Fig. 1: run 1, signal wires on met1
Bar = 20 µm. Cells faint in the background.
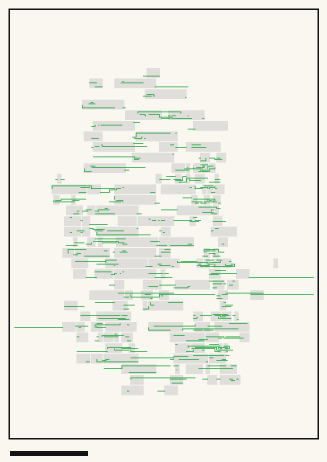
Fig. 2: run 1, metal 2
Bar = 20 µm. Cells faint in the background.
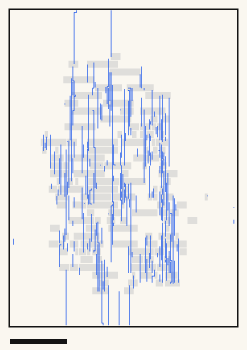
Fig. 3: run 1, met3 routing
Bar = 20 µm. Cells faint in the background.
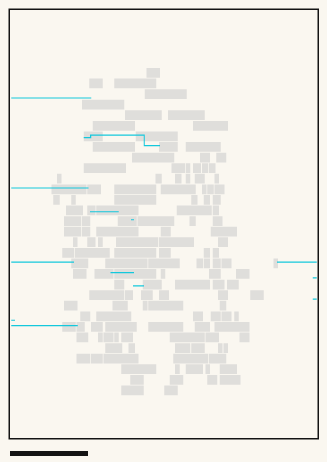
==> config.mk <==
export PLATFORM = sky130hd
export DESIGN_NAME = arb_requester
export DESIGN_NICKNAME = d
export VERILOG_FILES = /design/src/rtl/arb_requester.sv
export SDC_FILE = /design/constraint.sdc
export NUM_CORES = 1
export LEC_CHECK = 0
export CORE_AREA = 10 10 69 100
export DETAILED_ROUTE_END_ITERATION = 10
export DIE_AREA = 0 0 79 110
export GPL_TIMING_DRIVEN = 0
export PLACE_DENSITY = 0.46
export REMOVE_ABC_BUFFERS = 1
export SYNTH_ARGS = -nofsm -noshare
export SYNTH_HDL_FRONTEND = slang
export SYNTH_SLANG_ARGS = --single-unit
export TNS_END_PERCENT = 100
==> constraint.sdc <==
create_clock -name clk -period 2.1 [get_ports clk]
set_clock_uncertainty 0.15 [all_clocks]
set_input_delay 0.21 -clock clk [delete_from_list [all_inputs] [get_ports clk]]
set_output_delay 0.21 -clock clk [all_outputs]
set_load 0.01 [all_outputs]
==> notes.org, run 1 <==
#+TITLE: Flow metrics

** Worst setup path
- For reference, the critical path cell chain is inv_2 > ha_4 > nor3b_4 > and2_4 > inv_4 > ha_4 > inv_2 > fa_2 > mux2_2.
- Setup Crit Path Kind :: reg -> reg
- The worst setup path is captured at a register.
- At the worst endpoint, the arrival time is 2.16 ns.
- Critical Path Source Type :: register
- The number of cells on the worst reg-to-reg path is 9.
- Worst setup slack for register-to-register paths :: -0.05 ns

** Synth
- Most numerous cell in the Yosys netlist :: sky130_fd_sc_hd__edfxtp_1
- The area fraction of the largest cell type after synthesis is 0.318.
- Library cell with the largest summed area after synthesis :: sky130_fd_sc_hd__edfxtp_1
- Synth top cells by count :: sky130_fd_sc_hd__edfxtp_1 (16), sky130_fd_sc_hd__dfrtp_1 (14), sky130_fd_sc_hd__inv_1 (11)
- Leading cell types by total area after synthesis :: sky130_fd_sc_hd__edfxtp_1 (32%), sky130_fd_sc_hd__dfrtp_1 (23%), sky130_fd_sc_hd__ha_1 (8.3%)
- The number of cells reported by Yosys stat comes to 113.
- Chip area in the Yosys report :: 1510 µm²
- Per the post-synthesis stats, the area per cell is 13.4 µm².
- Number of distinct standard cells referenced by the synthesized netlist :: 34
- Synthesis produced a netlist whose cell count is 113.
- After synthesis, the share of flip-flops with an asynchronous set or reset is 0.467.
- For this run, the leading register cell type out of synthesis is sky130_fd_sc_hd__edfxtp_1.

** Global routing
- Global-route usage over all layers :: 0.0686
- Via count of the first global-routing pass :: 1015
- Pin count of the biggest net entering global routing :: 15
- met2 is the most crowded layer.
- The first global-routing pass estimated 4660 µm of wire.
- Grt met1 use :: 0.0624
- Antenna violations before repair :: 0

** STA
- At the pin with the least slew margin, the transition time is 0.555 ns.
- Final tally of hold violations :: 0
- Peak clock frequency supported by timing :: 0.464 GHz
- Summed over all failing endpoints, the final setup total negative slack is -0.0545 ns.
- Subtracting the final worst setup slack from the clock period gives 2.15 ns.
- Setup repair after global routing could not meet its margin everywhere.
- Of the available clock period, the critical path in the final layout requires 1.03.
- The final timing report gives a worst setup slack of -0.0545 ns.
- Per the slew report, the remaining headroom to the max-slew limit stands at 0.630.
- Final count of pins violating max slew :: 0
- Endpoints with negative setup slack in the final report add up to 1.

** Route
- The detailed router put a total of 1010 µm of wire on met1.
- The script logs the ratio of routed vias to standard cells as 4.34.
- Iter 0 DRT Violations :: 30
- Routed met2 length :: 1570 µm
- # DRC :: 0
- Post-route antenna net violation count :: 0
- Top sig layer :: met4
- First-pass iteration count of the detailed router :: 3

** Place
- The placed instances occupy a cell area of 1690 µm².
- Including well taps, the total number of placed cells is 189.
- As logged by OpenROAD, the buffers inserted on ports number 13.
- Detailed placement ended at an HPWL of 1970 µm.

** Job
- Maximum capacitance violations :: 0
- Across all stage logs, warnings added up to 33.

** Cells and area
- After the last flow step, the layout net total stands at 161.
- Share of final-layout standard cells stronger than drive strength 1 :: 0.287
- Post-route standard cell area excluding fillers :: 1940 µm²
- Once layout is complete, the utilization of the core stands at 0.379.
- Once layout is complete, the cells apart from fillers number 211.
- The register with the most flip-flops in the layout has 16 of them.
- Layout overhead on the synthesized area :: 28.9%
- 0 antenna diodes ended up in the layout.

** Floorplan
- Die Area :: 8690 µm²
- According to the floorplan report, the placeable core area is 5120 µm².
- Die Y :: 110 µm
- Horizontal die dimension :: 79 µm
- Pin placement for this block handled 15 I/O pins.
- In this run the core area contains 32 standard-cell rows.

** Power and ir drop
- Power comes to 2.54 mW.
- The leakage component of the power was reported as 0.777 nW.

** Status
- The flow ran to the end, but the final reports show violations.
- Failing checks :: setup timing

** Hold path
- Type of the tightest min-delay check :: in -> async

** Clock tree
- Sink Count :: 30
- Clk root buf :: sky130_fd_sc_hd__clkbuf_8
- CTS built an H-tree with a depth of 2.
- The report puts the hold buffer count at CTS at 0.
- Clock tree synthesis inserted a total of 5 buffers.
- Number of buffers on the longest clock path :: 2
- Clock-pin transition on the worst setup and hold timing paths :: 0.06 ns
## Picture notes: Fig. 1
nets with wire on the layer = 141
wire length on this layer = 1010 µm
share of all routed wire = 36%
main direction = horizontal
via total after detailed routing: 916
Final Routed Wirelength: 2770 µm

## Picture notes: Fig. 2
wire length on this layer = 1570 µm
longest straight run = 40.6 µm
nets with wire on the layer = 135
main direction = vertical
share of all routed wire = 57%
routing usage on met2: 0.128

## Picture notes: Fig. 3
main direction = horizontal
wire length on this layer = 123 µm
longest straight run = 20.2 µm
M3 GR Usage: 0.0251

[run 1: cell usage in the layout, fill, tap and decap left out, drive strengths merged, types with 3 or more instances in the layout]
| cell type | n |
|---|---|
| xor2 | 3 |
| nor2 | 3 |
| clkdlybuf4s50 | 12 |
| clkbuf | 7 |
| edfxtp | 16 |
| a21oi | 6 |
| xnor2 | 3 |
| mux4 | 4 |
| mux2 | 3 |
| inv | 11 |
| o21ai | 6 |
| buf | 14 |
| ha | 10 |
| and2 | 7 |
| mux2i | 3 |
| dfrtp | 14 |
[run 1: cells by family after synthesis]
family / count (synthesis) / share of synthesized area
multiplexers: 10 / 0.109
XOR/XNOR: 6 / 0.0348
flip-flops: 30 / 0.551
AND/OR/NAND/NOR: 22 / 0.0846
buffers and inverters: 16 / 0.0522
other: 1 / 0.00249
adder cells (fa/ha/maj): 11 / 0.0962
AND-OR/OR-AND: 17 / 0.0697
[run 1: report_power, final]
part	switching, mW	leakage [nW]	internal [mW]
clock network	0.199	0.0426	0.227
logic	0.506	0.423	0.603
registers	0.178	0.312	0.826
[run 1: critical path, delay by kind of cell (launching register included)]
family        cells  cell delay (ns)
flops             1             0.39
mux               1             0.26
fa+ha+maj         3             0.70
buf+inv           3             0.17
simple gates      2             0.38
[run 1: what timing repair did]
action	CTS	global route
pin swaps	6	2
buffers inserted	11	3
endpoints found under the hold margin	0	0
setup endpoints to repair	9	5
resized	19	6
[run 1: final cells by class]
| class | instances | area (µm²) |
|---|---|---|
| clock inverter | 2 | 8.76 |
| multi-input combinational | 67 | 673 |
| fill | 547 | 3180 |
| sequential | 30 | 831 |
| tap | 68 | 85.1 |
| clock buffer | 6 | 72.6 |
| timing repair buffer | 27 | 230 |
| inverter | 11 | 43.8 |
==> run 2: changes to the inputs <==
--- a/config.mk
+++ b/config.mk
@@ -5,11 +5,11 @@
 export SDC_FILE = /design/constraint.sdc
 export NUM_CORES = 1
 export LEC_CHECK = 0
-export CORE_AREA = 10 10 69 100
+export CORE_AREA = 10 10 56 81
 export DETAILED_ROUTE_END_ITERATION = 10
-export DIE_AREA = 0 0 79 110
+export DIE_AREA = 0 0 66 91
 export GPL_TIMING_DRIVEN = 0
-export PLACE_DENSITY = 0.46
+export PLACE_DENSITY = 0.7
 export REMOVE_ABC_BUFFERS = 1
 export SYNTH_ARGS = -nofsm -noshare
 export SYNTH_HDL_FRONTEND = slang
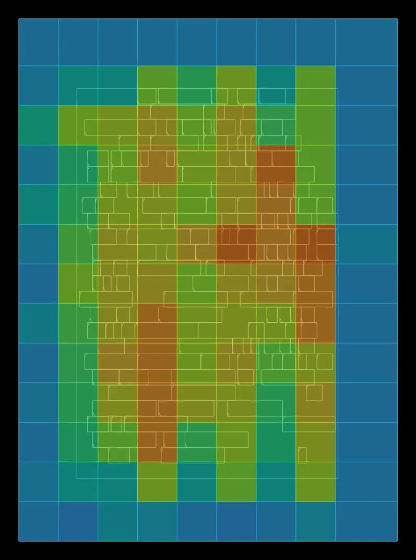
Fig. 4. Routing congestion (run 2).
share of the core filled with cells: 0.636
grt met1 use: 0.0970
routing usage on met2: 0.183

==> notes.org, run 2 <==
#+TITLE: Flow metrics

** Synth
- The number of library cell types mapped by synthesis came to 34 (unchanged).
- The top cell type by instance count after synthesis is sky130_fd_sc_hd__edfxtp_1 (unchanged).
- Post-synthesis adder-cell area fraction :: 0.0962 (unchanged)
- Compound-gate portion of the synthesized area :: 0.0697 (unchanged)
- Leading cell types by total area after synthesis :: sky130_fd_sc_hd__edfxtp_1 (32%), sky130_fd_sc_hd__dfrtp_1 (23%), sky130_fd_sc_hd__ha_1 (8.3%) (unchanged)
- The Yosys chip area is 1510 µm² (unchanged).
- The multiplexer share of the synthesized area was 0.109 (unchanged).
- Main kind of combinational logic by area :: multiplexers (unchanged)
- Dominant register cell :: sky130_fd_sc_hd__edfxtp_1 (unchanged)
- The largest area contributor in the synthesized netlist was sky130_fd_sc_hd__edfxtp_1 (unchanged).
- Synth top cells by count: sky130_fd_sc_hd__edfxtp_1 (16), sky130_fd_sc_hd__dfrtp_1 (14), sky130_fd_sc_hd__inv_1 (11) (unchanged).
- The post-synthesis async set-or-reset flop share was 0.467 (unchanged).
- Share of the synthesized netlist area taken by xor and xnor gates :: 0.0348 (unchanged)
- Cell total in the yosys stat output :: 113 (unchanged)
- Yosys top cell area share :: 0.318 (unchanged)
- The count of mapped cells out of synthesis came to 113 (unchanged).
- The per-instance average area after synthesis is 13.4 µm² (unchanged).
- Area fraction in and, or, nand and nor cells :: 0.0846 (unchanged)

** STA
- Total of endpoints with negative setup slack in the final report :: 2 (was 1)
- Slew at the pin closest to its max-slew limit :: 0.563 ns (was 0.555 ns)
- Post-route setup slack :: -0.0743 ns (was -0.0545 ns)
- The total negative slack came to -0.0930 ns (was -0.0545 ns).
- The worst hold slack is 0.134 ns (was 0.137 ns).
- RSZ-0062 raised after global routing: true (unchanged).
- Peak clock frequency supported by timing :: 0.460 GHz (was 0.464 GHz)
- Final critical path time including I/O delays and setup :: 2.17 ns (was 2.15 ns)
- The final hold violation count came to 0 (unchanged).
- The ratio of final minimum period to clock period is 1.04 (was 1.03).
- Max-Slew Margin vs Limit :: 0.624 (was 0.630)
- Final count of pins violating max slew :: 0 (unchanged)

** Global routing
- The wire length of the first global-routing pass is 4730 µm (was 4660 µm).
- Global-route usage over all layers :: 0.101 (was 0.0686)
- Pin count of the biggest net entering global routing :: 15 (unchanged)
- Antenna violations before repair :: 0 (unchanged)
- Via count of the first global-routing pass :: 1013 (was 1015)

** Power and ir drop
- Power after layout :: 2.75 mW (was 2.54 mW)
- The standby leakage power was 0.815 nW (was 0.777 nW).
- The total power per unit cell area is 1400 nW/µm² (was 1310 nW/µm²).

** Hold path
- The class of the most critical hold timing path was in -> async (unchanged).

** Cells and area
- Filler-free cell count of the finished design :: 186 (was 211)
- Layout overhead on the synthesized area :: 30.5% (was 28.9%)
- Final net count :: 164 (was 161)
- The share of cells above drive strength 1 came to 0.322 (was 0.287).
- Leading cell type in the layout, fill and taps excluded :: sky130_fd_sc_hd__buf_4 (was sky130_fd_sc_hd__edfxtp_1)
- The number of flip-flops under the largest register name came to 16 (unchanged).
- The area of all placed cells without fillers is 1970 µm² (was 1940 µm²).
- Most used cells in the layout excluding fill and tap cells: sky130_fd_sc_hd__buf_4 (17), sky130_fd_sc_hd__edfxtp_1 (16), sky130_fd_sc_hd__dfrtp_1 (14), sky130_fd_sc_hd__clkdlybuf4s50_1 (12), sky130_fd_sc_hd__ha_1 (7) (was sky130_fd_sc_hd__edfxtp_1 (16), sky130_fd_sc_hd__dfrtp_1 (14), sky130_fd_sc_hd__buf_4 (14), sky130_fd_sc_hd__clkdlybuf4s50_1 (12), sky130_fd_sc_hd__ha_1 (7)).
- The number of antenna repair diodes was 0 (unchanged).

** Worst setup path
- Setup Crit Path Kind :: reg -> reg (unchanged)
- Worst setup slack for register-to-register paths :: -0.07 ns (was -0.05 ns)
- The data arrival at the endpoint of the critical path is 2.18 ns (was 2.16 ns).
- The nature of the critical path endpoint is a register (unchanged).
- The cell depth of the worst flop-to-flop path came to 9 (unchanged).
- Critical Path Source Type :: register (unchanged)

** Status
- Failing checks: setup timing (unchanged).
- Result of the run: finished with violations (unchanged).

** Clock tree
- Sink Count :: 30 (unchanged)
- The deepest clock path buffer count is 2 (unchanged).
- H-tree level count :: 2 (unchanged)
- Clk root buf :: sky130_fd_sc_hd__clkbuf_8 (unchanged)
- Clock-pin transition on the worst setup and hold timing paths :: 0.07 ns (was 0.06 ns)
- The number of clock buffers inserted by TritonCTS came to 5 (unchanged).

** Floorplan
- The number of rows created at floorplan came to 25 (was 32).
- Std-Cell Core Area :: 3100 µm² (was 5120 µm²)
- Top-level I/O count :: 15 (unchanged)
- Die Area :: 6010 µm² (was 8690 µm²)

** Route
- Via total after detailed routing :: 942 (was 916)
- The first-pass iteration count of the detailed router came to 4 (was 3).
- The number of DRC markers after the initial detailed-route iteration was 40 (was 30).
- The DRC violations left came to 0 (unchanged).
- Detail-routed via count per cell :: 5.06 (was 4.34)
- The total length of routed wires was 2770 µm (about the same).
- The count of antenna-violating nets left after detailed routing is 0 (unchanged).

** Place
- The number of instances in the placed design came to 161 (was 189).
- Total cell area at the placement stage :: 1650 µm² (was 1690 µm²)
- Total half-perimeter wirelength after legalization and detailed placement :: 1910 µm (was 1970 µm)
- Global placer's final weighted congestion :: 0.748 (was 0.697)

** Job
- Maximum capacitance violations :: 0 (unchanged)
- Number of warning messages in the logs :: 33 (unchanged)
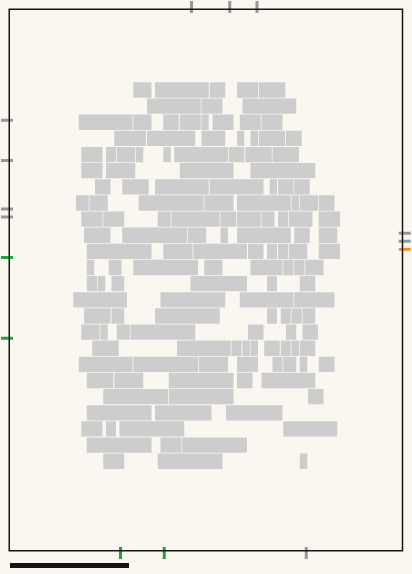
Fig. 5. Pin placement (run 2).
Bar = 20 µm. Pins as bars across the die edge, other pins in gray.
`push_len` -> green  # pins 4, direction input, edge 2 bottom, 2 left
`done` -> orange  # pins 1, direction output, edge right
all pins by edge = 6 left, 3 right, 3 top, 3 bottom
Buffers on Ports: 13
horizontal die dimension: 66 µm
Die Y: 91 µm

run 2: cell type report:
| class | count | area (µm²) |
|---|---|---|
| flip-flops and latches | 30 | 831 |
| clock buffers | 5 | 68.8 |
| well taps | 40 | 50.0 |
| clock inverters | 3 | 40.0 |
| fillers | 225 | 1130 |
| repair buffers | 30 | 256 |
| inverters | 11 | 43.8 |
| multi-input cells | 67 | 679 |
run 2: power by group:
| group | switching, mW | internal [mW] | leakage [nW] |
|---|---|---|---|
| Clock | 0.209 | 0.348 | 0.0579 |
| Combinational | 0.535 | 0.662 | 0.445 |
| Sequential | 0.173 | 0.826 | 0.312 |
| Total | 0.917 | 1.84 | 0.815 |
run 2: cells by family after synthesis:
kind of cell    after synthesis
other cells                   1
flops                        30
buf+inv                      16
simple gates                 22
xor+xnor                      6
mux                          10
compound gates               17
fa+ha+maj                    11
run 2: critical path, cell delays in order (launching register included):
cell and delay (ns):
sky130_fd_sc_hd__dfrtp_1 0.39, sky130_fd_sc_hd__inv_2 0.08, sky130_fd_sc_hd__ha_4 0.14, sky130_fd_sc_hd__nor3b_4 0.18, sky130_fd_sc_hd__and2_4 0.19, sky130_fd_sc_hd__inv_4 0.04, sky130_fd_sc_hd__ha_4 0.15, sky130_fd_sc_hd__inv_2 0.05
sky130_fd_sc_hd__fa_2 0.42, sky130_fd_sc_hd__mux2_4 0.27
run 2: per-layer routing:
metal	routed length (µm)	global-route usage	part of all wire
met5	0	0	0
met4	38	0.0421	0.014
met3	180	0.0369	0.065
met2	1530	0.183	0.55
met1	1020	0.0970	0.37
run 2: timing repair:
item                                   in CTS  in global routing
hold buffers                                0                  0
pin swaps                                   5                  4
setup endpoints to repair                   8                  8
buffers inserted                           11                  6
gates resized                              16                  9
endpoints found under the hold margin       0                  0
No activity file was given, so power comes from the tool's default toggle rates.
